### src/rtl/cpu_ctrl_pkg.sv
// ============================================================================
// cpu_ctrl_pkg
// Shared opcodes, ALU selects, FSM states and IR field positions for the
// hardwired control unit.
// Revision: 1.0
// ============================================================================
`default_nettype none

package cpu_ctrl_pkg;

  localparam int OPC_MSB = 31;
  localparam int OPC_LSB = 27;
  localparam int RA_MSB  = 26;
  localparam int RA_LSB  = 23;
  localparam int RB_MSB  = 22;
  localparam int RB_LSB  = 19;
  localparam int RC_MSB  = 18;
  localparam int RC_LSB  = 15;

  localparam logic [4:0] OP_LD   = 5'b00000;
  localparam logic [4:0] OP_LDI  = 5'b00001;
  localparam logic [4:0] OP_ST   = 5'b00010;
  localparam logic [4:0] OP_ADD  = 5'b00011;
  localparam logic [4:0] OP_SUB  = 5'b00100;
  localparam logic [4:0] OP_AND  = 5'b00101;
  localparam logic [4:0] OP_OR   = 5'b00110;
  localparam logic [4:0] OP_ADDI = 5'b01100;
  localparam logic [4:0] OP_ANDI = 5'b01101;
  localparam logic [4:0] OP_ORI  = 5'b01110;
  localparam logic [4:0] OP_BR   = 5'b10011;
  localparam logic [4:0] OP_JR   = 5'b10100;
  localparam logic [4:0] OP_MFHI = 5'b11000;
  localparam logic [4:0] OP_MFLO = 5'b11001;
  localparam logic [4:0] OP_NOP  = 5'b11010;
  localparam logic [4:0] OP_HALT = 5'b11011;

  localparam logic [3:0] ALU_ADD = 4'd0;
  localparam logic [3:0] ALU_SUB = 4'd1;
  localparam logic [3:0] ALU_AND = 4'd2;
  localparam logic [3:0] ALU_OR  = 4'd3;

  typedef enum logic [3:0] {
    S_RESET  = 4'd0,
    S_FETCH0 = 4'd1,
    S_FETCH1 = 4'd2,
    S_FETCH2 = 4'd3,
    S_T3     = 4'd4,
    S_T4     = 4'd5,
    S_T5     = 4'd6,
    S_T6     = 4'd7,
    S_T7     = 4'd8,
    S_HALT   = 4'd9
  } state_t;

  typedef enum logic [3:0] {
    CL_NOP     = 4'd0,
    CL_ALU_REG = 4'd1,
    CL_ALU_IMM = 4'd2,
    CL_LDI     = 4'd3,
    CL_LD      = 4'd4,
    CL_ST      = 4'd5,
    CL_BR      = 4'd6,
    CL_JR      = 4'd7,
    CL_MFHI    = 4'd8,
    CL_MFLO    = 4'd9,
    CL_HALT    = 4'd10,
    CL_ILLEGAL = 4'd11
  } iclass_t;

endpackage

`default_nettype wire

### src/rtl/opcode_decoder.sv
// ============================================================================
// opcode_decoder
// Maps the 5-bit opcode to an instruction class, ALU select and illegal flag.
// Revision: 1.0
// ============================================================================
`default_nettype none

module opcode_decoder
  import cpu_ctrl_pkg::*;
#(
  parameter int ALU_OP_W = 4
) (
  input  logic [4:0]          opc_i,
  output iclass_t             class_o,
  output logic [ALU_OP_W-1:0] alu_op_o,
  output logic                illegal_o
);

  always_comb begin
    class_o   = CL_ILLEGAL;
    alu_op_o  = ALU_OP_W'(ALU_ADD);
    illegal_o = 1'b0;
    case (opc_i)
      OP_LD:   class_o = CL_LD;
      OP_LDI:  class_o = CL_LDI;
      OP_ST:   class_o = CL_ST;
      OP_ADD:  class_o = CL_ALU_REG;
      OP_SUB:  begin class_o = CL_ALU_REG; alu_op_o = ALU_OP_W'(ALU_SUB); end
      OP_AND:  begin class_o = CL_ALU_REG; alu_op_o = ALU_OP_W'(ALU_AND); end
      OP_OR:   begin class_o = CL_ALU_REG; alu_op_o = ALU_OP_W'(ALU_OR);  end
      OP_ADDI: class_o = CL_ALU_IMM;
      OP_ANDI: begin class_o = CL_ALU_IMM; alu_op_o = ALU_OP_W'(ALU_AND); end
      OP_ORI:  begin class_o = CL_ALU_IMM; alu_op_o = ALU_OP_W'(ALU_OR);  end
      OP_BR:   class_o = CL_BR;
      OP_JR:   class_o = CL_JR;
      OP_MFHI: class_o = CL_MFHI;
      OP_MFLO: class_o = CL_MFLO;
      OP_NOP:  class_o = CL_NOP;
      OP_HALT: class_o = CL_HALT;
      default: illegal_o = 1'b1;
    endcase
  end

endmodule

`default_nettype wire

### src/rtl/control_sequencer.sv
// ============================================================================
// control_sequencer
// Moore control FSM: fetch T0-T2, decode, execute T3-T7, halt.
// Revision: 1.0
// ============================================================================
`default_nettype none

module control_sequencer
  import cpu_ctrl_pkg::*;
#(
  parameter int IR_W     = 32,
  parameter int ALU_OP_W = 4
) (
  input  logic                clock,
  input  logic                clear,
  input  logic [IR_W-1:0]     ir,
  input  logic                con_ff,
  input  logic                stop,
  output logic                PCout,
  output logic                MARin,
  output logic                IncPC,
  output logic                Zin,
  output logic                PCin,
  output logic                MDRin,
  output logic                IRin,
  output logic                MDRout,
  output logic                Zlowout,
  output logic                Gra,
  output logic                Grb,
  output logic                Grc,
  output logic                Rin,
  output logic                Rout,
  output logic                BAout,
  output logic                Yin,
  output logic                Cout,
  output logic                HIout,
  output logic                LOout,
  output logic                CONin,
  output logic                ram_read,
  output logic                ram_write,
  output logic                MD_read,
  output logic [ALU_OP_W-1:0] alu_op,
  output logic                run,
  output logic                illegal_op
);

  state_t                state_q, state_d;
  iclass_t               cls;
  logic [ALU_OP_W-1:0]   dec_alu;
  logic                  dec_illegal;
  logic                  instr_end;
  logic                  unused_ir_bits;

  assign unused_ir_bits = ^ir[OPC_LSB-1:0];

  opcode_decoder #(.ALU_OP_W(ALU_OP_W)) u_dec (
    .opc_i     (ir[OPC_MSB:OPC_LSB]),
    .class_o   (cls),
    .alu_op_o  (dec_alu),
    .illegal_o (dec_illegal)
  );

  always_comb begin
    state_d   = state_q;
    instr_end = 1'b0;
    case (state_q)
      S_RESET:  state_d = S_FETCH0;
      S_FETCH0: state_d = S_FETCH1;
      S_FETCH1: state_d = S_FETCH2;
      S_FETCH2: begin
        if (cls == CL_HALT)     state_d = S_HALT;
        else if (cls == CL_NOP) instr_end = 1'b1;
        else                    state_d = S_T3;
      end
      S_T3: begin
        if (cls inside {CL_JR, CL_MFHI, CL_MFLO, CL_ILLEGAL}) instr_end = 1'b1;
        else                                                  state_d = S_T4;
      end
      S_T4: state_d = S_T5;
      S_T5: begin
        if (cls inside {CL_ALU_REG, CL_ALU_IMM, CL_LDI}) instr_end = 1'b1;
        else                                             state_d = S_T6;
      end
      S_T6: begin
        if (cls == CL_BR) instr_end = 1'b1;
        else              state_d = S_T7;
      end
      S_T7:    instr_end = 1'b1;
      S_HALT:  state_d = S_HALT;
      default: state_d = S_RESET;
    endcase
    // stop is only honoured on the cycle that finishes an instruction
    if (instr_end) state_d = stop ? S_HALT : S_FETCH0;
  end

  always_ff @(posedge clock) begin
    if (clear) state_q <= S_RESET;
    else       state_q <= state_d;
  end

  assign MD_read = 1'b0;

  always_comb begin
    {PCout, MARin, IncPC, Zin, PCin, MDRin, IRin, MDRout, Zlowout, Gra, Grb,
     Grc, Rin, Rout, BAout, Yin, Cout, HIout, LOout, CONin, ram_read,
     ram_write} = '0;
    alu_op     = ALU_OP_W'(ALU_ADD);
    illegal_op = 1'b0;
    run        = (state_q != S_RESET) && (state_q != S_HALT);
    case (state_q)
      S_FETCH0: {PCout, MARin, IncPC, Zin} = '1;
      S_FETCH1: {Zlowout, PCin, ram_read, MDRin} = '1;
      S_FETCH2: {MDRout, IRin} = '1;
      S_T3: begin
        case (cls)
          CL_ALU_REG, CL_ALU_IMM: {Grb, Rout, Yin} = '1;
          CL_LDI, CL_LD, CL_ST:   {Grb, BAout, Yin} = '1;
          CL_BR:                  {Gra, Rout, CONin} = '1;
          CL_JR:                  {Gra, Rout, PCin} = '1;
          CL_MFHI:                {HIout, Gra, Rin} = '1;
          CL_MFLO:                {LOout, Gra, Rin} = '1;
          CL_ILLEGAL:             illegal_op = dec_illegal;
          default: ;
        endcase
      end
      S_T4: begin
        case (cls)
          CL_ALU_REG: begin {Grc, Rout, Zin} = '1; alu_op = dec_alu; end
          CL_ALU_IMM: begin {Cout, Zin} = '1;      alu_op = dec_alu; end
          CL_LDI, CL_LD, CL_ST: {Cout, Zin} = '1;
          CL_BR:                {PCout, Yin} = '1;
          default: ;
        endcase
      end
      S_T5: begin
        case (cls)
          CL_ALU_REG, CL_ALU_IMM, CL_LDI: {Zlowout, Gra, Rin} = '1;
          CL_LD, CL_ST:                   {Zlowout, MARin} = '1;
          CL_BR:                          {Cout, Zin} = '1;
          default: ;
        endcase
      end
      S_T6: begin
        case (cls)
          CL_LD: {ram_read, MDRin} = '1;
          CL_ST: {Gra, Rout, MDRin} = '1;
          CL_BR: {Zlowout, PCin} = {2{con_ff}};
          default: ;
        endcase
      end
      S_T7: begin
        case (cls)
          CL_LD: {MDRout, Gra, Rin} = '1;
          CL_ST: ram_write = 1'b1;
          default: ;
        endcase
      end
      default: ;
    endcase
  end

endmodule

`default_nettype wire

### config.mk
export PLATFORM = sky130hd
export DESIGN_NAME = control_sequencer
export DESIGN_NICKNAME = d
export VERILOG_FILES = /design/src/rtl/cpu_ctrl_pkg.sv /design/src/rtl/opcode_decoder.sv /design/src/rtl/control_sequencer.sv
export SDC_FILE = /design/constraint.sdc
export NUM_CORES = 1
export LEC_CHECK = 0
export ABC_AREA = 1
export CAP_MARGIN = 20
export CORE_MARGIN = 4
export CORE_UTILIZATION = 26
export CTS_CLUSTER_DIAMETER = 30
export DETAILED_ROUTE_END_ITERATION = 8
export PLACE_DENSITY = 0.71
export SLEW_MARGIN = 20
export SYNTH_ARGS = -nofsm -noshare
export SYNTH_HDL_FRONTEND = slang
export SYNTH_SLANG_ARGS = --single-unit
### constraint.sdc
create_clock -name clock -period 2.3 [get_ports clock]
set_input_delay 0.46 -clock clock [delete_from_list [all_inputs] [get_ports clock]]
set_output_delay 0.46 -clock clock [all_outputs]
set_load 0.02 [all_outputs]
**Signal wires on met3**

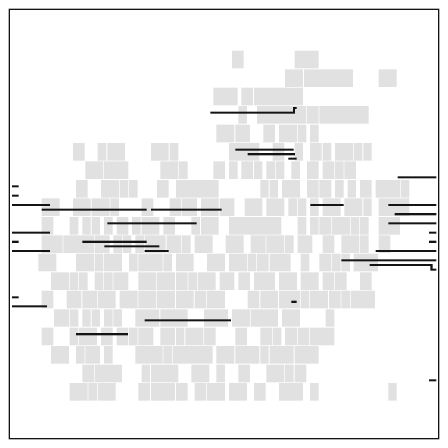
The layer holds 6.1% of the routed length. The wires run mostly horizontal.
grt met3 use: 0.03197
Vias: 1276
final WL: 3223 um

**A small window of the routed layout**

Region (12, 12) to (52, 52) um. Cells in gray, sequential cells in the stronger gray; small squares are vias.
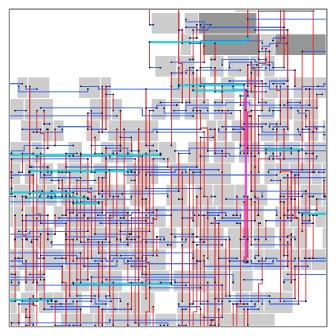
Key: M2 = red; M3 = cyan; M1 = blue; M4 = magenta
173 logic cells have their middle in the window. Most frequent: buf_4 (40), inv_1 (24), nand2_1 (19). Netlist names of flops here include `state_q` (3). Sequential cells in the window: 3.

==> results.py <==
# Generated from Yosys and OpenROAD reports
metrics = {
    "run_status": {
        "status": "completed",
    },
    "sta": {
        "setup_viol": 0,
        "fmax_mhz": 442.3,
        "slew_viol_final": 0,
        "fin_setup_tns_ps": 0,
        "post-route-period-util": 0.9829,
        "final.setup_skew_ps": 4.394,
    },
    "yosys": {
        "synth.area.top_cells": "inv_1 15%, nor2_1 13%, nand2_1 11%",
        "yosys_warnings": 0,
        "top_cell_area_share": 0.1524,
        "seq_area_frac_synth": 0.1016,
        "syn_area_um2": 788.3,
        "synth_area_per_cell_um2": 5.152,
        "yosys_area_um2": 788.3,
        "top_cell": "inv_1",
        "ys_types": 21,
        "synth_area_leader_cell": "inv_1",
        "synth.top_cells.by_count": "32 x inv_1, 27 x nor2_1, 24 x nand2_1, 13 x nand3_1, 11 x o21ai_0",
        "yosysCellCount": 153,
        "ys_async_sr_fraction": 0,
        "ys_ff": 4,
    },
    "setup_path": {
        "critPathLaunchType": "input pin",
        "cp_max_fo": 6,
        "critical_path.max_stage_delay_ps": 270,
        "cp-end-kind": "output port",
        "rr_worst_depth": 10,
        "r2r_setup_slack_ps": 720,
        "crit_family": "buffers and inverters",
        "crit_arrival_ps": 1800,
        "worstSetupPathType": "in -> out",
        "r2r_start": "state_q[3]",
        "worstPathRequired_ps": 1840,
    },
    "grt": {
        "grt_pass1_vias": 1240,
        "grt_max_degree": 7,
        "antenna_found_initial": 0,
        "busiest_layer": "met2",
        "use_met2": 0.2688,
        "grt_pass1_wl_um": 5216,
    },
    "min_path": {
        "hp-start": "state_q[3]",
        "worstHoldPathType": "reg -> reg",
        "hold_path_depth": 3,
    },
    "clocking": {
        "ctsHoldBuffers": 0,
        "tritoncts": "yes",
        "htreeDepth": 1,
    },
    "job": {
        "tool_warnings": 55,
    },
    "route": {
        "postRouteAntennaNets": 0,
        "drc": 0,
        "routed_via_density": 4.743,
    },
    "layout": {
        "reg.largest.list": "state_q (4)",
        "nets": 276,
        "area_delta_synth_final_pct": 96.35,
        "antenna_cells": 0,
        "largest_reg_flops": 4,
        "top_register": "state_q",
        "final_area_um2": 1548,
        "layout-drive-gt1-share": 0.4328,
    },
    "die": {
        "fp.dieW_um": 63.06,
        "io_pins": 65,
        "core_um2": 2829,
        "fp_util": 0.2786,
        "chipArea_um2": 3977,
    },
    "power": {
        "p_leak_uw": 0.0008503,
        "internal_power_uw": 248.8,
        "seqPwrFrac": 0.187,
        "peakVddDrop_mv": 0.1533,
        "power_density_nw_per_um2": 279.9,
        "switching_share": 0.4257,
        "power.switching_uw": 184.4,
    },
    "placement": {
        "place_hpwl_um": 2542,
        "port_buffers": 34,
        "pre_cts_ws_ps": -780.9,
        "placed_cell_area_um2": 1490,
    },
}
**Signal metal coverage by tile**

The bar under the picture is 20 um long. 13 x 13 tiles, from white (low) to dark blue (high), scaled to the fullest tile. Values are wire area over tile area, all layers added.
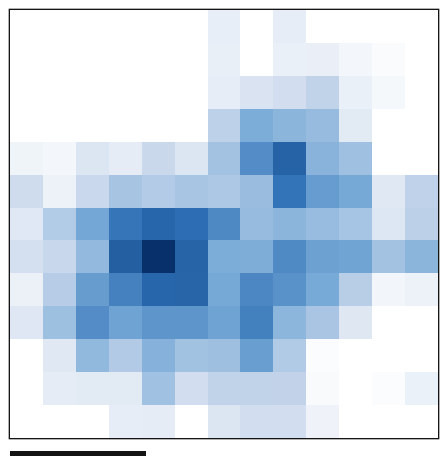
The fullest tile reaches 0.54. The densest ninth of the die: center. The mean over all tiles is 0.13.
GRT Util Overall: 0.1559
DR WL/cell: 11.98 um

**Clock routing**

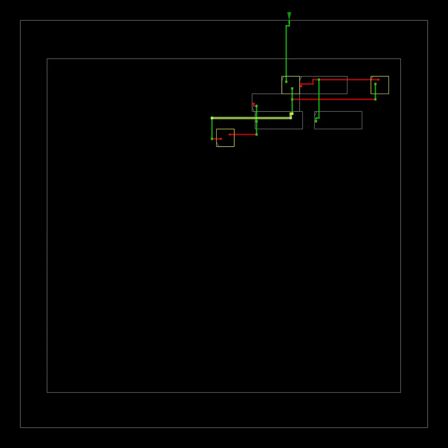
cts bufs inserted: 3
Flops: 4
CTS Sinks: 4
clock buf count: 3

-- power by group through the flow --
stage | logic, uW | clock network, uW | registers [uW]
3_3_place_gp | 258 | 0 | 82.0
4_1_cts | 254 | 92.2 | 81.1
6_report | 264 | 88.3 | 81.1
2_1_floorplan | 125 | 0 | 81.6
5_1_grt | 286 | 97.9 | 81.3
3_5_place_dp | 258 | 0 | 82.1
-- worst min-delay path, cell delays in order (launching register included) --
cell and delay [ps]:
dfxtp_1 330, nand2_1 70, a21oi_1 60, nor2_1 80
-- through the flow --
| stage | hold slack, ps | total power [uW] |
|---|---|---|
| 2_1_floorplan | 513.9 | 206.6 |
| 3_3_place_gp | 546.4 | 339.6 |
| 3_5_place_dp | 559.0 | 340.4 |
| 4_1_cts | 564.2 | 427.6 |
| 5_1_grt | 606.0 | 465.6 |
| 6_report | 574.9 | 433.2 |
-- layout make-up --
| class | instances | area (um^2) |
|---|---|---|
| inverter | 32 | 120.1 |
| clock buffer | 3 | 22.52 |
| timing repair buffer | 84 | 629.4 |
| sequential | 4 | 80.08 |
| fill | 269 | 1281 |
| tap | 31 | 38.79 |
| multi-input combinational | 115 | 656.9 |
-- kinds of logic after synthesis --
kind of cell / Yosys count / share of synthesized area
other: 1 / 0.004757
buffers and inverters: 36 / 0.1905
AOI/OAI and AO/OA: 24 / 0.1714
DFF: 4 / 0.1016
and+or+nand+nor: 88 / 0.5318
-- worst max-delay path by stage --
stage | start | endpoint | slack, ps | cells after the start
floorplan | ir[31] | LOout | 100 | 8
global placement | ir[30] | LOout | -790 | 9
detailed placement | ir[30] | LOout | -780 | 9
CTS | ir[31] | LOout | -4 | 9
global route | ir[31] | LOout | -60 | 9
finish | ir[31] | LOout | 40 | 9
-- routing by layer --
| metal | wire, um | part of all wire |
|---|---|---|
| met1 | 1433 | 0.44 |
| met2 | 1573 | 0.49 |
| met3 | 195 | 0.061 |
| met4 | 21 | 0.0065 |
| met5 | 0 | 0 |
-- timing repair --
action / in CTS / in global routing
resized: 77 / 51
pin swaps: 5 / 4
setup endpoints to repair: 23 / 21
buffers inserted: 3 / 1
-- cells in the final DEF (no fill, tap or decap), types with 4 or more instances in the layout --
| cell type | Yosys | layout |
|---|---|---|
| clkbuf_2 | 0 | 10 |
| nand4_1 | 5 | 5 |
| clkdlybuf4s50_1 | 0 | 5 |
| buf_2 | 0 | 6 |
| nor2_2 | 3 | 7 |
| a21oi_1 | 8 | 7 |
| nor2_1 | 27 | 21 |
| buf_4 | 4 | 53 |
| nor3_1 | 8 | 7 |
| nand3_1 | 13 | 11 |
| o21ai_0 | 11 | 7 |
| dfxtp_1 | 4 | 4 |
| inv_1 | 32 | 29 |
| clkdlybuf4s15_1 | 0 | 4 |
| nand2_1 | 24 | 22 |
| nand3_2 | 4 | 5 |
Power and IR drop assume default switching activity.
